==> images/wires.png <==
Only two layers are drawn.
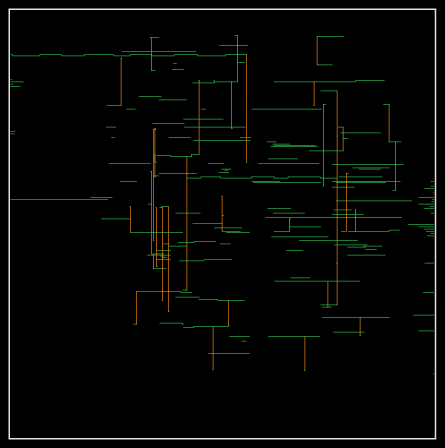
==> images/congestion.png <==
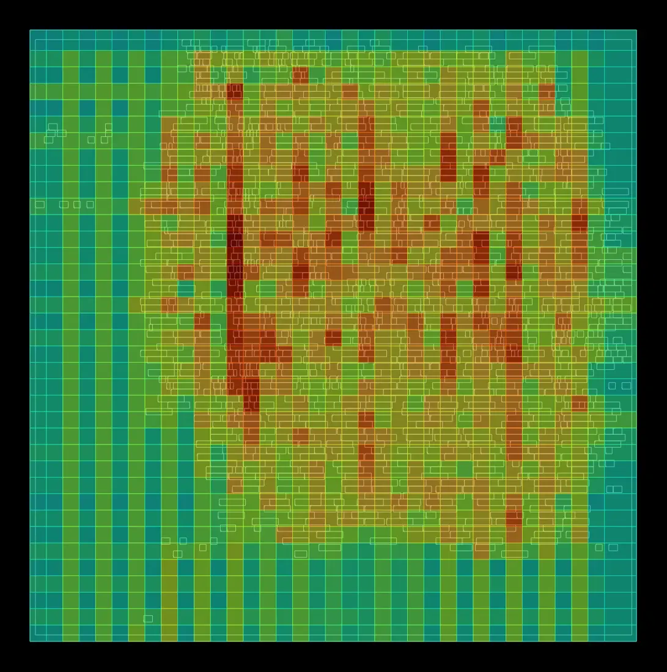
==> images/logic_types.png <==
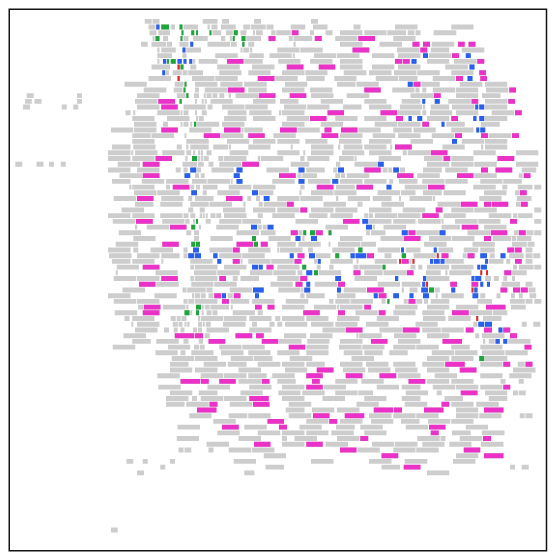
==> images/layer_met4.png <==
The bar under the picture is 100 um long.
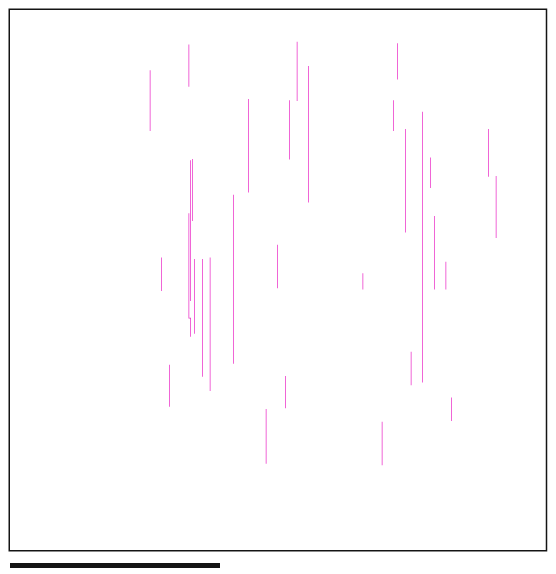
$ cat config.mk
export PLATFORM = sky130hd
export DESIGN_NAME = encoder_layer_0_attention_self_value_weight_sink_flat
export DESIGN_NICKNAME = d
export VERILOG_FILES = /design/src/rtl/encoder_layer_0_attention_self_value_weight_sink_if.sv /design/src/rtl/encoder_layer_0_attention_self_value_weight_sink.sv /design/src/flat_wrapper.sv
export SDC_FILE = /design/constraint.sdc
export NUM_CORES = 1
export LEC_CHECK = 0
export ABC_AREA = 0
export CORE_AREA = 2 2 253 255
export CTS_CLUSTER_SIZE = 8
export DETAILED_ROUTE_END_ITERATION = 7
export DIE_AREA = 0 0 255 257
export SLEW_MARGIN = 20
export SYNTH_ARGS = -nofsm -noshare
export SYNTH_HDL_FRONTEND = slang
export SYNTH_SLANG_ARGS = --single-unit
export TNS_END_PERCENT = 20
$ cat constraint.sdc
create_clock -name clk -period 3.9 [get_ports clk]
set_input_delay 1.17 -clock clk [delete_from_list [all_inputs] [get_ports clk]]
set_output_delay 1.17 -clock clk [all_outputs]
set_load 0.01 [all_outputs]
$ cat src/rtl/encoder_layer_0_attention_self_value_weight_sink_if.sv
// encoder_layer_0_attention_self_value_weight_sink_if: value-weight beat stream (lanes + valid/ready)
//   data_in       PREC x LANES lanes of one beat (master -> slave)
//   data_in_valid beat valid                     (master -> slave)
//   data_in_ready sink can accept a beat         (slave -> master)
interface encoder_layer_0_attention_self_value_weight_sink_if #(
  parameter int PREC  = 16,
  parameter int LANES = 1
);
  logic [PREC-1:0] data_in [LANES];
  logic            data_in_valid;
  logic            data_in_ready;
  modport master (output data_in, data_in_valid, input data_in_ready);
  modport slave (input data_in, data_in_valid, output data_in_ready);
endinterface

$ cat src/rtl/encoder_layer_0_attention_self_value_weight_sink.sv
// encoder_layer_0_attention_self_value_weight_sink: captures one tensor pass of weight beats into a buffer with a 2-stage read port
//   clk, rst (sync, active-low)
//   in_if       slave side of the beat stream; one beat packed per buffer word
//   clear       pulse that rearms the sink for a new pass (wins over a simultaneous beat)
//   full        a complete pass of IN_DEPTH beats has been captured
//   beat_count  beats accepted in the current pass
//   address0/ce0/q0  read port, q0 valid two ce0-enabled cycles after address0
module encoder_layer_0_attention_self_value_weight_sink #(
  parameter  int VALUE_WEIGHT_TENSOR_SIZE_DIM_0  = 32,
  parameter  int VALUE_WEIGHT_TENSOR_SIZE_DIM_1  = 1,
  parameter  int VALUE_WEIGHT_PRECISION_0        = 16,
  parameter  int VALUE_WEIGHT_PRECISION_1        = 3,
  parameter  int VALUE_WEIGHT_PARALLELISM_DIM_0  = 1,
  parameter  int VALUE_WEIGHT_PARALLELISM_DIM_1  = 1,
  localparam int IN_DEPTH   = VALUE_WEIGHT_TENSOR_SIZE_DIM_0 / VALUE_WEIGHT_PARALLELISM_DIM_0,
  localparam int LANES      = VALUE_WEIGHT_PARALLELISM_DIM_0 * VALUE_WEIGHT_PARALLELISM_DIM_1,
  localparam int WORD_W     = VALUE_WEIGHT_PRECISION_0 * LANES,
  localparam int ADDR_WIDTH = $clog2(IN_DEPTH) + 1
) (
  input  logic                  clk,
  input  logic                  rst,
  encoder_layer_0_attention_self_value_weight_sink_if.slave in_if,
  input  logic                  clear,
  output logic                  full,
  output logic [ADDR_WIDTH-1:0] beat_count,
  input  logic [ADDR_WIDTH-1:0] address0,
  input  logic                  ce0,
  output logic [WORD_W-1:0]     q0
);
  localparam int PW = $clog2(IN_DEPTH);
  // The fractional-bit count is carried only for documentation; reject nonsensical combinations early.
  if (VALUE_WEIGHT_PRECISION_1 >= VALUE_WEIGHT_PRECISION_0 || VALUE_WEIGHT_TENSOR_SIZE_DIM_1 < 1 ||
      VALUE_WEIGHT_TENSOR_SIZE_DIM_0 % VALUE_WEIGHT_PARALLELISM_DIM_0 != 0) begin : g_bad_params
    $error("invalid value-weight sink parameters");
  end
  typedef enum logic {FILL, FULL} state_t;
  state_t                state_q, state_d;
  logic [PW-1:0]         wr_ptr_q, wr_ptr_d;
  logic [ADDR_WIDTH-1:0] cnt_q, cnt_d;
  logic [WORD_W-1:0]     t0_q, q0_q, wdata, rd_data;
  logic [WORD_W-1:0]     mem [IN_DEPTH];
  logic                  acc, last;
  assign acc  = in_if.data_in_valid && in_if.data_in_ready;
  assign last = wr_ptr_q == PW'(IN_DEPTH - 1);
  always_ff @(posedge clk)
    if (!rst) state_q <= FILL;
    else state_q <= state_d;
  always_comb
    state_d = clear ? FILL : (state_q == FILL && acc && last) ? FULL : state_q;
  always_comb begin
    in_if.data_in_ready = rst && state_q == FILL && !clear;
    full = state_q == FULL;
  end
  always_comb begin
    wr_ptr_d = clear ? '0 : acc ? (last ? '0 : wr_ptr_q + 1'b1) : wr_ptr_q;
    cnt_d    = clear ? '0 : acc ? cnt_q + 1'b1 : cnt_q;
  end
  always_comb begin
    wdata = '0;
    for (int j = 0; j < LANES; j++) wdata[VALUE_WEIGHT_PRECISION_0*j +: VALUE_WEIGHT_PRECISION_0] = in_if.data_in[j];
  end
  // Out-of-range addresses read as zero rather than aliasing into the buffer.
  assign rd_data = address0 < ADDR_WIDTH'(IN_DEPTH) ? mem[address0[PW-1:0]] : '0;
  always_ff @(posedge clk)
    if (acc) mem[wr_ptr_q] <= wdata;
  always_ff @(posedge clk)
    if (!rst) begin
      wr_ptr_q <= '0;
      cnt_q    <= '0;
      t0_q     <= '0;
      q0_q     <= '0;
    end else begin
      wr_ptr_q <= wr_ptr_d;
      cnt_q    <= cnt_d;
      if (ce0) begin
        t0_q <= rd_data;
        q0_q <= t0_q;
      end
    end
  assign beat_count = cnt_q;
  assign q0 = q0_q;
endmodule

$ cat src/flat_wrapper.sv
// flat-port wrapper written by rule: the top's interface ports become plain ports
module encoder_layer_0_attention_self_value_weight_sink_flat 
#(
  parameter  int VALUE_WEIGHT_TENSOR_SIZE_DIM_0  = 32,
  parameter  int VALUE_WEIGHT_TENSOR_SIZE_DIM_1  = 1,
  parameter  int VALUE_WEIGHT_PRECISION_0        = 16,
  parameter  int VALUE_WEIGHT_PRECISION_1        = 3,
  parameter  int VALUE_WEIGHT_PARALLELISM_DIM_0  = 1,
  parameter  int VALUE_WEIGHT_PARALLELISM_DIM_1  = 1,
  localparam int IN_DEPTH   = VALUE_WEIGHT_TENSOR_SIZE_DIM_0 / VALUE_WEIGHT_PARALLELISM_DIM_0,
  localparam int LANES      = VALUE_WEIGHT_PARALLELISM_DIM_0 * VALUE_WEIGHT_PARALLELISM_DIM_1,
  localparam int WORD_W     = VALUE_WEIGHT_PRECISION_0 * LANES,
  localparam int ADDR_WIDTH = $clog2(IN_DEPTH) + 1
)
  (clk, rst, clear, full, beat_count, address0, ce0, q0, in_if_data_in, in_if_data_in_valid, in_if_data_in_ready);
  encoder_layer_0_attention_self_value_weight_sink_if #(.PREC(16), .LANES(1)) in_if_i ();
  input  logic clk;
  input  logic rst;
  input  logic clear;
  output logic full;
  output logic [ADDR_WIDTH-1:0] beat_count;
  input  logic [ADDR_WIDTH-1:0] address0;
  input  logic ce0;
  output logic [WORD_W-1:0] q0;
  input wire logic [$bits(in_if_i.data_in)-1:0] in_if_data_in;
  input wire logic [$bits(in_if_i.data_in_valid)-1:0] in_if_data_in_valid;
  output wire logic [$bits(in_if_i.data_in_ready)-1:0] in_if_data_in_ready;
  assign in_if_i.data_in = {>>{in_if_data_in}};
  assign in_if_i.data_in_valid = in_if_data_in_valid;
  assign in_if_data_in_ready = in_if_i.data_in_ready;
  encoder_layer_0_attention_self_value_weight_sink #(.VALUE_WEIGHT_TENSOR_SIZE_DIM_0(VALUE_WEIGHT_TENSOR_SIZE_DIM_0), .VALUE_WEIGHT_TENSOR_SIZE_DIM_1(VALUE_WEIGHT_TENSOR_SIZE_DIM_1), .VALUE_WEIGHT_PRECISION_0(VALUE_WEIGHT_PRECISION_0), .VALUE_WEIGHT_PRECISION_1(VALUE_WEIGHT_PRECISION_1), .VALUE_WEIGHT_PARALLELISM_DIM_0(VALUE_WEIGHT_PARALLELISM_DIM_0), .VALUE_WEIGHT_PARALLELISM_DIM_1(VALUE_WEIGHT_PARALLELISM_DIM_1)) u_core (.clk(clk), .rst(rst), .in_if(in_if_i), .clear(clear), .full(full), .beat_count(beat_count), .address0(address0), .ce0(ce0), .q0(q0));
endmodule
==> Implementation_results.wiki <==
== Flow metrics ==
{| class="wikitable"
! Metric !! Value
|-
| Clock Pin Slew Worst Setup and Hold Paths || 0.05 ns
|-
| Final routed DRC violation total || 0
|-
| Hold endpoint || u_core.beat_count[1]$_SDFFE_PP0P_
|-
| Critical path data arrival time || 2.46 ns
|-
| Via count of the first global-routing pass || 11.5k
|-
| Detailed-routing wirelength on met1 || 21300 um
|-
| Leakage power total || 8.46 nW
|-
| 1st-iter DRT viols || 675
|-
| Flip-flop cell with the highest count after synthesis || edfxtp_1
|-
| Total number of nets in the final design || 1307
|-
| Crit-path cells || clkdlybuf4s50_1 -> nand2b_1 -> nor2_1 -> clkdlybuf4s50_1
|-
| TritonCTS clock tree || built
|-
| Startpoint of the most critical hold path || u_core.beat_count[1]$_SDFFE_PP0P_
|-
| Mux cell area share after synthesis || 15.0%
|-
| N_diodes || 0
|-
| Largest net degree at the start of global routing || 58
|-
| Routed met2 length || 23600 um
|-
| Final period util || 93.0%
|-
| Number of cells upsized or downsized after cts || 0
|-
| FF-to-FF End || u_core.mem[10][13]$_DFFE_PP_
|-
| Number of cells on the worst hold path || 2
|-
| Total negative slack || 0 ns
|-
| Router iterations before antenna repair || 4
|-
| Kind of cell with the highest combined delay on the critical path || buffers and inverters
|-
| Post-CTS setup repair buffer count || 0
|-
| Category of the most critical setup path || input pin to output port
|-
| Result of the run || completed
|-
| Xor and xnor area share after synthesis || 0.202%
|-
| Number of enable flip-flop cells || 512
|-
| Routed len/inst || 22.4 um
|-
| RSZ-0062 raised after global routing || false
|-
| Area growth from synthesis to layout || 19.6%
|-
| Final Skew || 0.0169 ns
|-
| Leading cell types by count after synthesis || 512 x edfxtp_1, 86 x mux4_2, 83 x mux2i_1, 56 x nor2_1, 44 x dfxtp_1
|-
| Source of the critical timing path || clear
|-
| Residual overflow from global routing || 0
|-
| Remaining number of nets flagged by the antenna check after routing || 0
|-
| Placed cell area || 23700 um^2
|-
| Placed wire-length estimate after detailed placement || 30300 um
|-
| Most popular library cell in the synthesized design by count || edfxtp_1
|-
| Number of cells on the worst reg-to-reg path || 4
|-
| Biggest area cells || edfxtp_1 71%, mux4_2 8.9%, dfxtp_1 4.1%
|-
| Launch instance of the worst register-to-register path || u_core.full$_SDFFE_PP0P_
|-
| Cell total in the yosys stat output || 1111
|-
| Cell type with the largest total area || edfxtp_1
|-
| Clock latency on the worst-skew pair || 0.59 ns
|-
| Required @ worst endpoint || 2.73 ns
|-
| Placeable core region || 62700 um^2
|-
| Final setup violation count || 0
|-
| Main logic family after synthesis || multiplexers
|-
| CP endpoint kind || output port
|-
| Cell with the largest stage delay on the worst path || clkdlybuf4s50_1
|-
| Commonest cells after routing, fill and taps aside || 512 x edfxtp_1, 92 x buf_4, 86 x mux4_2
|-
| Maximum single-stage delay on the critical path || 0.54 ns
|-
| Met3 layer wire length in the routed design || 2440 um
|-
| Synth Register Bits || 556
|-
| Cell variety after synth || 49
|-
| Post-layout total power || 0.0134 W
|-
| Adder share || 0.346%
|-
| Routing usage on met2 || 23.7%
|-
| Die x size || 255 um
|-
| Power per standard cell area || 516 nW/um^2
|-
| Clock period minus worst slack || 3.63 ns
|-
| VDD IR-drop max || 0.267 mV
|-
| Area fraction in compound gates || 3.37%
|-
| Most common logic cell in the routed design || edfxtp_1
|-
| Count of buffers inserted at the top-level ports || 50
|-
| Hold crit path type || flop to flop
|-
| Proportion of register bits with asynchronous set or reset after synthesis || 0%
|-
| Post-synth net total || 1144
|-
| Pin slew with the least headroom to its limit || 0.889 ns
|-
| Sequential share of the synthesized area || 74.9%
|-
| Count of non-filler cells in the finished layout || 2161
|-
| CTS Buf Count || 79
|-
| Top area contributor share || 70.8%
|-
| Htree depth || 3
|-
| Number of buffers between clock root and the deepest sink || 3
|-
| Worst setup slack for register-to-register paths || 1.57 ns
|-
| Pre-CTS setup slack || 0.132 ns
|-
| Buf+Inv Stages, Crit Path || 2
|-
| Basic-gate share of the synthesized area counting and, or, nand and nor cells || 4.36%
|-
| CP Max Fanout || 4
|-
| Initial antenna violation count || 0
|-
| Max_cap viols || 0
|-
| Final instance area || 26000 um^2
|-
| Cell type with the highest occurrence count on the critical path || clkdlybuf4s50_1
|-
| GRT Total Usage || 14.9%
|-
| Average via count per standard cell || 5.06
|-
| Yosys Chip Area || 21700 um^2
|-
| Number of buffers inserted for hold repair after clock tree synthesis || 0
|-
| Gate count of the mapped netlist || 1111
|-
| Die Height || 257 um
|-
| End of the critical path || in_if_data_in_ready
|-
| Clk root buf || clkbuf_16
|-
| Relative slew slack || 40.5%
|-
| Number of failing hold endpoints at the final stage || 0
|}
-- wires.png (at the start) --
legend:
  metal 4:
    color: orange
    wire_length: 1080 um
  metal 3:
    color: green
    wire_length: 2440 um

-- congestion.png (at the start) --
fraction of the core area covered by cells at the end of the flow: 41.4%
layer with the highest usage: met2
met1 GRT Util: 20.4%
GR Util met3: 2.87%

-- logic_types.png (at the start) --
legend:
  inverters:
    color: red
    cells: 10
    most_used: inv_1
  NAND gates:
    color: green
    cells: 42
    most_used: nand2_1
  inverting AOI/OAI gates:
    color: blue
    cells: 99
    most_used: a2111oi_0
  multiplexers:
    color: magenta
    cells: 197
    most_used: mux4_2

-- layer_met4.png (at the start) --
main direction: vertical
nets with wire on the layer: 17
longest straight run: 129 um
routed wire length: 48400 um
via total after detailed routing: 10.9k

-- where the power goes --
part / internal (W) / total, W / switching (W)
registers: 0.00654 / 0.00656 / 0.0000232
logic: 0.000241 / 0.000563 / 0.000322
clock network: 0.00391 / 0.00626 / 0.00235
-- area by class of cell --
class	instances	area, um^2
multi-input cells	483	5090
repair buffers	144	1250
flip-flops and latches	556	16300
clock buffers	118	2210
inverters	10	37.5
clock inverters	4	56.3
fillers	5470	36800
well taps	846	1060
-- state kept, by name (all words and copies together) (netlist names) --
register,cells
u_core.beat_count,6
u_core.full,1
u_core.mem,512
u_core.q0,16
u_core.t0_q,16
u_core.wr_ptr_q,5
Power figures rest on the tool's default switching activity, not on a simulated workload.
